## src/rtl/arb_pkg.sv

```systemverilog
// rtl/arb_pkg.sv - shared constants and types for the round-robin arbiter
package arb_pkg;

  localparam int N_DEF     = 8;
  localparam int CNT_W_DEF = 8;

  localparam logic [0:0] ST_IDLE = 1'b0;
  localparam logic [0:0] ST_BUSY = 1'b1;

  typedef logic [N_DEF-1:0] onehot_t;

endpackage

```

## src/rtl/rr_pick.sv

```systemverilog
// rtl/rr_pick.sv - combinational rotating-priority winner search
module rr_pick
  import arb_pkg::*;
#(
  parameter int N     = N_DEF,
  parameter int IDX_W = (N > 1) ? $clog2(N) : 1
) (
  input  logic [N-1:0]     req,
  input  logic [IDX_W-1:0] ptr,
  output logic [N-1:0]     win,
  output logic [IDX_W-1:0] win_idx
);

  logic [2*N-1:0] dbl;
  logic           found;
  int             sum;

  // Rotating the doubled vector right by ptr puts the highest-priority bit at 0.
  assign dbl = {req, req} >> ptr;

  always_comb begin
    found   = 1'b0;
    win_idx = '0;
    sum     = 0;
    for (int k = 0; k < N; k++) begin
      if (!found && dbl[k]) begin
        found = 1'b1;
        sum   = int'(ptr) + k;
        if (sum >= N) sum = sum - N;
        win_idx = IDX_W'(sum);
      end
    end
    win = found ? (N'(1) << win_idx) : '0;
  end

endmodule

```

## src/rtl/rr_arbiter_8.sv

```systemverilog
// rtl/rr_arbiter_8.sv - round-robin arbiter with registered one-hot grant held until done
module rr_arbiter_8
  import arb_pkg::*;
#(
  parameter int N     = N_DEF,
  parameter int CNT_W = CNT_W_DEF
) (
  input  logic             clk,
  input  logic             rst_n,
  input  logic [N-1:0]     req,
  input  logic             done,
  output logic [N-1:0]     gnt,
  output logic             gnt_valid,
  output logic [CNT_W-1:0] gnt_cnt
);

  localparam int IDX_W = (N > 1) ? $clog2(N) : 1;

  logic [0:0]       state_q, state_d;
  logic [IDX_W-1:0] ptr_q, ptr_d;
  logic [N-1:0]     gnt_q, gnt_d;
  logic             gnt_valid_q, gnt_valid_d;
  logic [CNT_W-1:0] gnt_cnt_q, gnt_cnt_d;

  logic [N-1:0]     win;
  logic [IDX_W-1:0] win_idx;
  logic             arbitrate;

  rr_pick #(.N(N), .IDX_W(IDX_W)) u_pick (
    .req     (req),
    .ptr     (ptr_q),
    .win     (win),
    .win_idx (win_idx)
  );

  // A new decision is taken when idle, or when the consumer releases the grant.
  assign arbitrate = (state_q == ST_IDLE) || done;

  always_comb begin
    state_d   = state_q;
    ptr_d     = ptr_q;
    gnt_d     = gnt_q;
    gnt_cnt_d = gnt_cnt_q;
    if (arbitrate) begin
      if (|req) begin
        state_d   = ST_BUSY;
        gnt_d     = win;
        ptr_d     = (int'(win_idx) == N - 1) ? '0 : win_idx + IDX_W'(1);
        gnt_cnt_d = gnt_cnt_q + CNT_W'(1);
      end else begin
        state_d = ST_IDLE;
        gnt_d   = '0;
      end
    end
    gnt_valid_d = |gnt_d;
  end

  always_ff @(posedge clk) begin
    if (!rst_n) begin
      state_q     <= ST_IDLE;
      ptr_q       <= '0;
      gnt_q       <= '0;
      gnt_valid_q <= 1'b0;
      gnt_cnt_q   <= '0;
    end else begin
      state_q     <= state_d;
      ptr_q       <= ptr_d;
      gnt_q       <= gnt_d;
      gnt_valid_q <= gnt_valid_d;
      gnt_cnt_q   <= gnt_cnt_d;
    end
  end

  assign gnt       = gnt_q;
  assign gnt_valid = gnt_valid_q;
  assign gnt_cnt   = gnt_cnt_q;

endmodule

```

## config.mk

```make
export PLATFORM = sky130hd
export DESIGN_NAME = rr_arbiter_8
export DESIGN_NICKNAME = d
export VERILOG_FILES = /design/src/rtl/arb_pkg.sv /design/src/rtl/rr_pick.sv /design/src/rtl/rr_arbiter_8.sv
export SDC_FILE = /design/constraint.sdc
export NUM_CORES = 1
export LEC_CHECK = 0
export CAP_MARGIN = 0
export CORE_ASPECT_RATIO = 1.4
export CORE_UTILIZATION = 50
export CTS_BUF_LIST = sky130_fd_sc_hd__clkbuf_4 sky130_fd_sc_hd__clkbuf_8
export CTS_CLUSTER_DIAMETER = 60
export DETAILED_ROUTE_END_ITERATION = 6
export DONT_BUFFER_PORTS = 1
export HOLD_SLACK_MARGIN = 0.02
export SETUP_SLACK_MARGIN = 0.4
export SLEW_MARGIN = 10
export SYNTH_ARGS = -nofsm -noshare
export SYNTH_HDL_FRONTEND = slang
export SYNTH_SLANG_ARGS = --single-unit
```

## constraint.sdc

```tcl
create_clock -name clk -period 10.8 [get_ports clk]
set_input_delay 2.16 -clock clk [delete_from_list [all_inputs] [get_ports clk]]
set_output_delay 2.16 -clock clk [all_outputs]
set_load 0.01 [all_outputs]
```

==> results_slide.txt, run 1 <==
Implementation Results

Cells and area
  • Most frequent cells in the layout: 21 x dfxtp_1, 16 x nand2_1, 14 x mux2i_1
  • Gate Area: 0.00140 mm2
  • Clock buffer count: 3
  • Sequential Area: 420 um2
  • Top cell class by occupied area: logic gates
  • Area grow syn2layout: 1.10%

Yosys
  • Chip Area, Yosys: 0.00193 mm2
  • Mux area share: 0.216
  • Yosys top cell by instances: dfxtp_1

Outcome
  • Status: finished, final reports clean

Route
  • Top sig layer: met4
  • Vias per cell: between 6 and 7
  • Remaining DRCs: 0
  • Met1 wire length: ~1700 um
  • WL met2: approximately 2300 um

Setup path
  • Critical Path Sink Type: flip-flop
  • Flop-to-flop setup slack: 6.53 ns
  • Crit path kind: input port to flip-flop
  • Worst Setup EP: gnt_valid

Clocking
  • CTS tree: built
  • Clk buf depth: 2
  • Reg clk slew, reported paths: approximately 0.080 ns
  • Cts repair resizes: 0
  • Worst-Skew Late Latency: roughly 0.26 ns
  • Postcts setup bufs: 0

Timing
  • Setup TNS: 0 ns
  • Least-Margin Pin Slew: 1.06 ns
  • Final Skew: 0.00490 ns
  • Unrepaired setup endpoints after global routing: no

Flow run
  • Max_cap viols: 0

GRT
  • First-pass GRT wire length: 7100 um
  • Initial antenna violation count: 0
  • Overflow after GRT: 0

Hold path
  • Worst Hold End: gnt[0]

Floorplanning
  • Die ar.: 0.00412 mm2
[run 1: sequential cells by signal, indices dropped and copies added, names as in the netlist]
register	cells
state_q	1
ptr_q	3
gnt_valid	1
gnt	8
gnt_cnt	8
[run 1: metrics by stage]
stage / instances / power, mW
after floorplan: 216 / 0.342
after global placement: 243 / 0.383
after detailed placement: 243 / 0.389
after CTS: 247 / 0.442
after global routing: 247 / 0.481
final: 247 / 0.441
[run 1: worst max-delay path, delay by kind of cell]
| family | cells | cell delay [ns] |
|---|---|---|
| simple gates | 2 | 0.74 |
| compound gates | 5 | 1.03 |
| fa+ha+maj | 2 | 0.39 |
| mux | 2 | 0.85 |
[run 1: report_power, final]
group	internal (mW)	total, mW	switching, mW
clock	0.0261	0.0529	0.0268
sequential	0.0924	0.131	0.0388
combinational	0.120	0.257	0.136
total	0.239	0.441	0.202
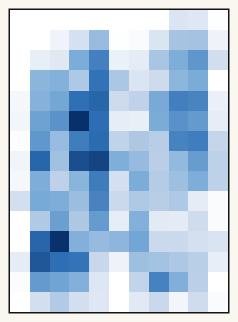
Fig. 1. Wire density map (run 1).
(4 px per um) 11 x 15 tiles, from white (low) to dark blue (high), scaled to the fullest tile. Values are wire area over tile area, all layers added.
fullest tile	0.51
nearly empty tiles	14%
densest ninth of the die	center
tiles over half the peak	22%
emptiest ninth of the die	north-west
wire length per cell: 17.4 um
WL final: 4300 um
vias post-DR: 1,634

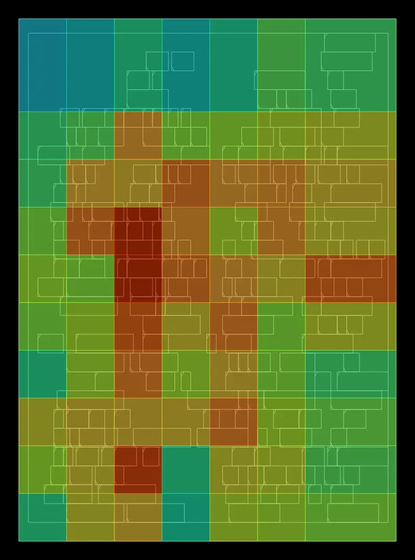
Fig. 2. Routing congestion map (run 1).
Global Route Usage Sum: 0.238
M1 GR Usage: 0.274
Final Core Density: 0.531
GRT busiest layer: met2

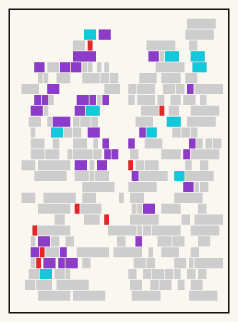
Fig. 3. Logic cells by family (run 1).
(4 px per um)
color	family	cells	most used
red	inverters	8	inv_1
cyan	AND-OR and OR-AND gates	10	a32o_1
purple	inverting AOI/OAI gates	36	a21oi_1
post-route insts no fill: 247
most instantiated logic cell after routing: dfxtp_1
Comb area share: 0.717

--- run 2 (diff from run 1) ---
--- a/config.mk
+++ b/config.mk
@@ -13,6 +13,7 @@
 export DETAILED_ROUTE_END_ITERATION = 6
 export DONT_BUFFER_PORTS = 1
 export HOLD_SLACK_MARGIN = 0.02
+export PLACE_DENSITY = 0.68
 export SETUP_SLACK_MARGIN = 0.4
 export SLEW_MARGIN = 10
 export SYNTH_ARGS = -nofsm -noshare
==> constraint.sdc (replaced) <==
create_clock -name clk -period 4.3 [get_ports clk]
set_input_delay 0.86 -clock clk [delete_from_list [all_inputs] [get_ports clk]]
set_output_delay 0.86 -clock clk [all_outputs]
set_load 0.01 [all_outputs]
==> run 2 against run 1 <==
  * Power rose to 2.5 times the previous value
  * Synthesized area unchanged
  * Non-clock buffer count up 3
  * Design area up 1.7%
  * Count of clock-buffer cells in the layout unchanged
==> results_slide.txt, run 2 <==
Implementation Results

Outcome
  • Status: finished, final reports clean (unchanged)

Setup path
  • CP bufs+invs: 0 (unchanged)
  • Crit-path leading delay family: AND-OR/OR-AND gates (unchanged)
  • Worst Setup EP: gnt_valid (unchanged)
  • Crit path kind: input port to flip-flop (unchanged)
  • Critical Path Sink Type: flip-flop (unchanged)
  • Flop-to-flop setup slack: 0.65 ns (was 6.53 ns)

GRT
  • First-pass GRT wire length: 7110 um (was 7100 um)
  • Overflow after GRT: 0 (unchanged)
  • Initial antenna violation count: 0 (unchanged)

Power and ir drop
  • Clock group power: 0.129 mW (was 0.0529 mW)
  • Switching pwr: 0.507 mW (was 0.202 mW)
  • Pint: 0.613 mW (was 0.239 mW)
  • Pwr top: combinational cells (unchanged)
  • Sequential power: 0.295 mW (was 0.131 mW)
  • Clock power frac: 0.115 (was 0.120)
  • Combinational group power: 0.696 mW (was 0.257 mW)
  • Combinational power share: 0.621 (was 0.582)
  • Flop pwr share: 0.264 (was 0.298)
  • Switching Share: 0.453 (was 0.459)

Hold path
  • Worst Hold End: gnt[1] (was gnt[0])

Yosys
  • Chip Area, Yosys: 0.00193 mm2 (unchanged)
  • Mux area share: 0.216 (unchanged)
  • Yosys top cell by instances: dfxtp_1 (unchanged)

Timing
  • Unrepaired setup endpoints after global routing: no (unchanged)
  • Setup TNS: 0 ns (unchanged)
  • Final Skew: 0.00700 ns (was 0.00490 ns)
  • Least-Margin Pin Slew: 0.818 ns (was 1.06 ns)

Clocking
  • Reg clk slew, reported paths: 0.07 ns (was 0.08 ns)
  • Cts repair resizes: 1 (was 0)
  • Postcts setup bufs: 0 (unchanged)
  • Clk buf depth: 2 (unchanged)
  • Worst-Skew Late Latency: 0.26 ns (about the same)

Flow run
  • Max_cap viols: 0 (unchanged)

Route
  • Vias per cell: 6.81 (was 6.62)
  • Remaining DRCs: 0 (unchanged)

Cells and area
  • Comb area share: 0.710 (was 0.717)
  • Final Core Density: 0.540 (was 0.531)
  • Post-route insts no fill: 250 (was 247)
  • Clock buffer count: 3 (unchanged)
  • Top cell class by occupied area: logic gates (unchanged)
  • Area grow syn2layout: 2.79% (was 1.10%)
  • Most frequent cells in the layout: 20 x dfxtp_1, 16 x nand2_1, 14 x mux2i_1 (was 21 x dfxtp_1, 16 x nand2_1, 14 x mux2i_1)
  • Most instantiated logic cell after routing: dfxtp_1 (unchanged)

Placed design
  • DP Cell Count: 246 (was 243)
[run 2: cell counts after synthesis]
Identical to the previous run, type by type.
[run 2: layer usage]
metal	global-route usage	wire length, um	vias to the layer above
li1	-	-	811
met5	0	0	-
met2	0.421	2200	62
met1	0.260	1740	819
met3	0.0279	190	10
met4	0.125	131	0
[run 2: cells by family (layout without fill, tap and decap cells)]
| group | after synthesis | count (layout) |
|---|---|---|
| flip-flops | 21 | 21 |
| AND-OR/OR-AND | 46 | 46 |
| multiplexers | 28 | 28 |
| XOR/XNOR | 9 | 9 |
| adder cells (fa/ha/maj) | 9 | 9 |
| AND/OR/NAND/NOR | 80 | 80 |
| buffers and inverters | 23 | 15 |
[run 2: worst min-delay path, stage by stage (launching register included)]
cell	delay, ns
dfxtp_1	0.35
nand3_1	0.08
o21ai_1	0.05
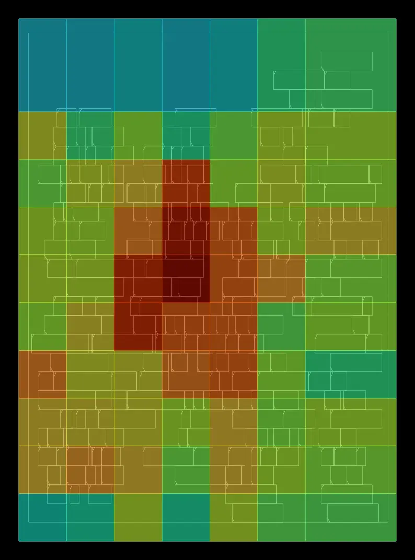
Fig. 4. Routing congestion map (run 2).
GR met3 Demand/Resource: 0.0279
Global Route Usage Sum: 0.235

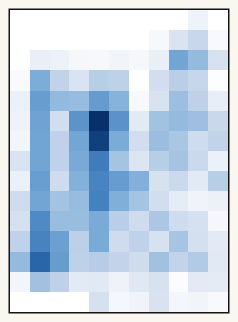
Fig. 5. Wire density map (run 2).
(4 px per um) 11 x 15 tiles, from white (low) to dark blue (high), scaled to the fullest tile. Values are wire area over tile area, all layers added.
vias post-DR: 1,702
WL final: 4260 um
wire length per cell: 17.0 um

--- run 3 (diff from run 2) ---
--- a/config.mk
+++ b/config.mk
@@ -8,7 +8,7 @@
 export CAP_MARGIN = 0
 export CORE_ASPECT_RATIO = 1.4
 export CORE_UTILIZATION = 50
-export CTS_BUF_LIST = sky130_fd_sc_hd__clkbuf_4 sky130_fd_sc_hd__clkbuf_8
+export CTS_BUF_LIST = sky130_fd_sc_hd__clkbuf_8
 export CTS_CLUSTER_DIAMETER = 60
 export DETAILED_ROUTE_END_ITERATION = 6
 export DONT_BUFFER_PORTS = 1
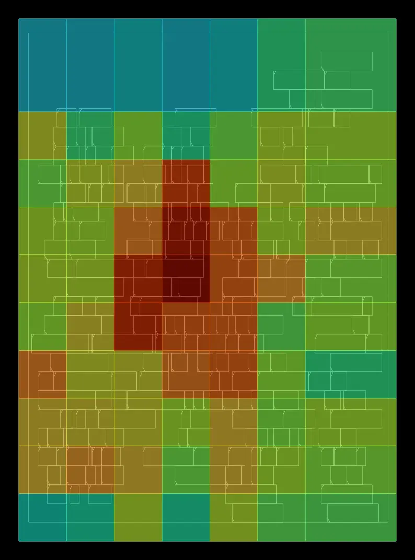
Fig. 6. Routing congestion map (run 3).
met2 Track Usage GR: 0.421
Final Core Density: 0.540
M1 GR Usage: 0.260

==> run 3 against run 2 <==
  * Synthesized area did not move
  * Combinational power barely moved
  * Flip-flop count did not move
  * Clock power barely moved
  * Largest cell class unchanged
  * Count of clock-buffer cells in the layout did not move
  * Power did not move
  * Cell count did not move
  * Synthesized cell count did not move
  * Sequential power barely moved
==> results_slide.txt, run 3 <==
Implementation Results

GRT
  • Overflow after GRT: 0 (unchanged)
  • GR met3 Demand/Resource: 0.0279 (unchanged)
  • First-pass GRT wire length: 7110 um (unchanged)
  • Global Route Usage Sum: 0.235 (unchanged)
  • GRT busiest layer: met2 (unchanged)
  • Initial antenna violation count: 0 (unchanged)

Setup path
  • Cell count along the critical path: 11 (unchanged)
  • Crit path kind: input port to flip-flop (unchanged)

Route
  • WL final: 4260 um (unchanged)
  • Remaining DRCs: 0 (unchanged)
  • WL met3: 190 um (unchanged)
  • Vias per cell: 6.81 (unchanged)
  • WL met2: 2200 um (unchanged)
  • Vias post-DR: 1,702 (unchanged)
  • Top sig layer: met4 (unchanged)

Power and ir drop
  • Switching Share: 0.453 (unchanged)
  • Pint: 0.613 mW (unchanged)
  • Flop pwr share: 0.264 (about the same)
  • Switching pwr: 0.507 mW (unchanged)
  • Total power: 1.12 mW (unchanged)
  • Clock group power: 0.129 mW (about the same)
  • Pwr top: combinational cells (unchanged)
  • Combinational power share: 0.621 (about the same)
  • Combinational group power: 0.696 mW (about the same)
  • Clock power frac: 0.115 (about the same)

Floorplanning
  • Core Box Area: 0.00368 mm2 (unchanged)

Flow run
  • Max_cap viols: 0 (unchanged)

Yosys
  • Mux area share: 0.216 (unchanged)
  • Chip Area, Yosys: 0.00193 mm2 (unchanged)
  • Yosys top cell by instances: dfxtp_1 (unchanged)

Outcome
  • Status: finished, final reports clean (unchanged)

Timing
  • Least-Margin Pin Slew: 0.818 ns (unchanged)
  • Setup TNS: 0 ns (unchanged)
  • Unrepaired setup endpoints after global routing: no (unchanged)
  • Final Skew: 0.00700 ns (unchanged)

Cells and area
  • Most instantiated logic cell after routing: dfxtp_1 (unchanged)
  • Post-route insts no fill: 250 (unchanged)
  • Area grow syn2layout: 2.79% (unchanged)

Clocking
  • Cts repair resizes: 1 (unchanged)
  • Worst-Skew Late Latency: 0.26 ns (about the same)
  • Postcts setup bufs: 0 (unchanged)
  • CTS tree: built (unchanged)

Placed design
  • DP Cell Count: 246 (unchanged)
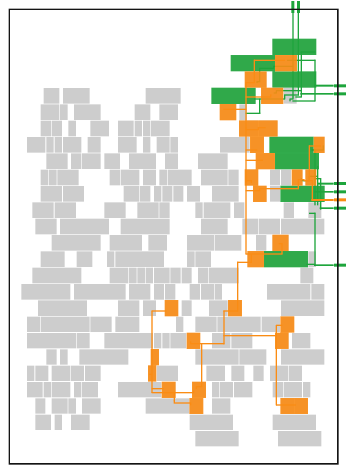
Fig. 7. Wires at chosen ports, followed through buffers (run 3).
(6 px per um)
color	port	direction	edge	end cells	buffers	wire
green	gnt	output	6 east, 2 north	8	0	140 um
orange	rst_n	input	east	27	0	183 um
Ports: 28
I/O Buffers: 0

run 3: cell counts in the layout (fill, tap and decap cells not counted):
Identical to the previous run, type by type.
run 3: final cells by class:
| cell class | count | area [um2] |
|---|---|---|
| Fill cell | 365 | 1690 |
| Multi-Input combinational cell | 172 | 1410 |
| Sequential cell | 21 | 424 |
| Tap cell | 42 | 52.6 |
| Clock buffer | 3 | 41.3 |
| Inverter | 8 | 30.0 |
| Timing Repair Buffer | 3 | 22.5 |
| Clock inverter | 1 | 5.00 |
run 3: worst min path at each step:
stage	endpoint	depth (start not counted)
final	gnt[1]	2
after global routing	gnt[2]	2
after CTS	gnt[1]	2
after detailed placement	gnt[1]	2
after global placement	gnt[2]	2
after floorplan	gnt[1]	2
No activity file was given, so power comes from the tool's default toggle rates.
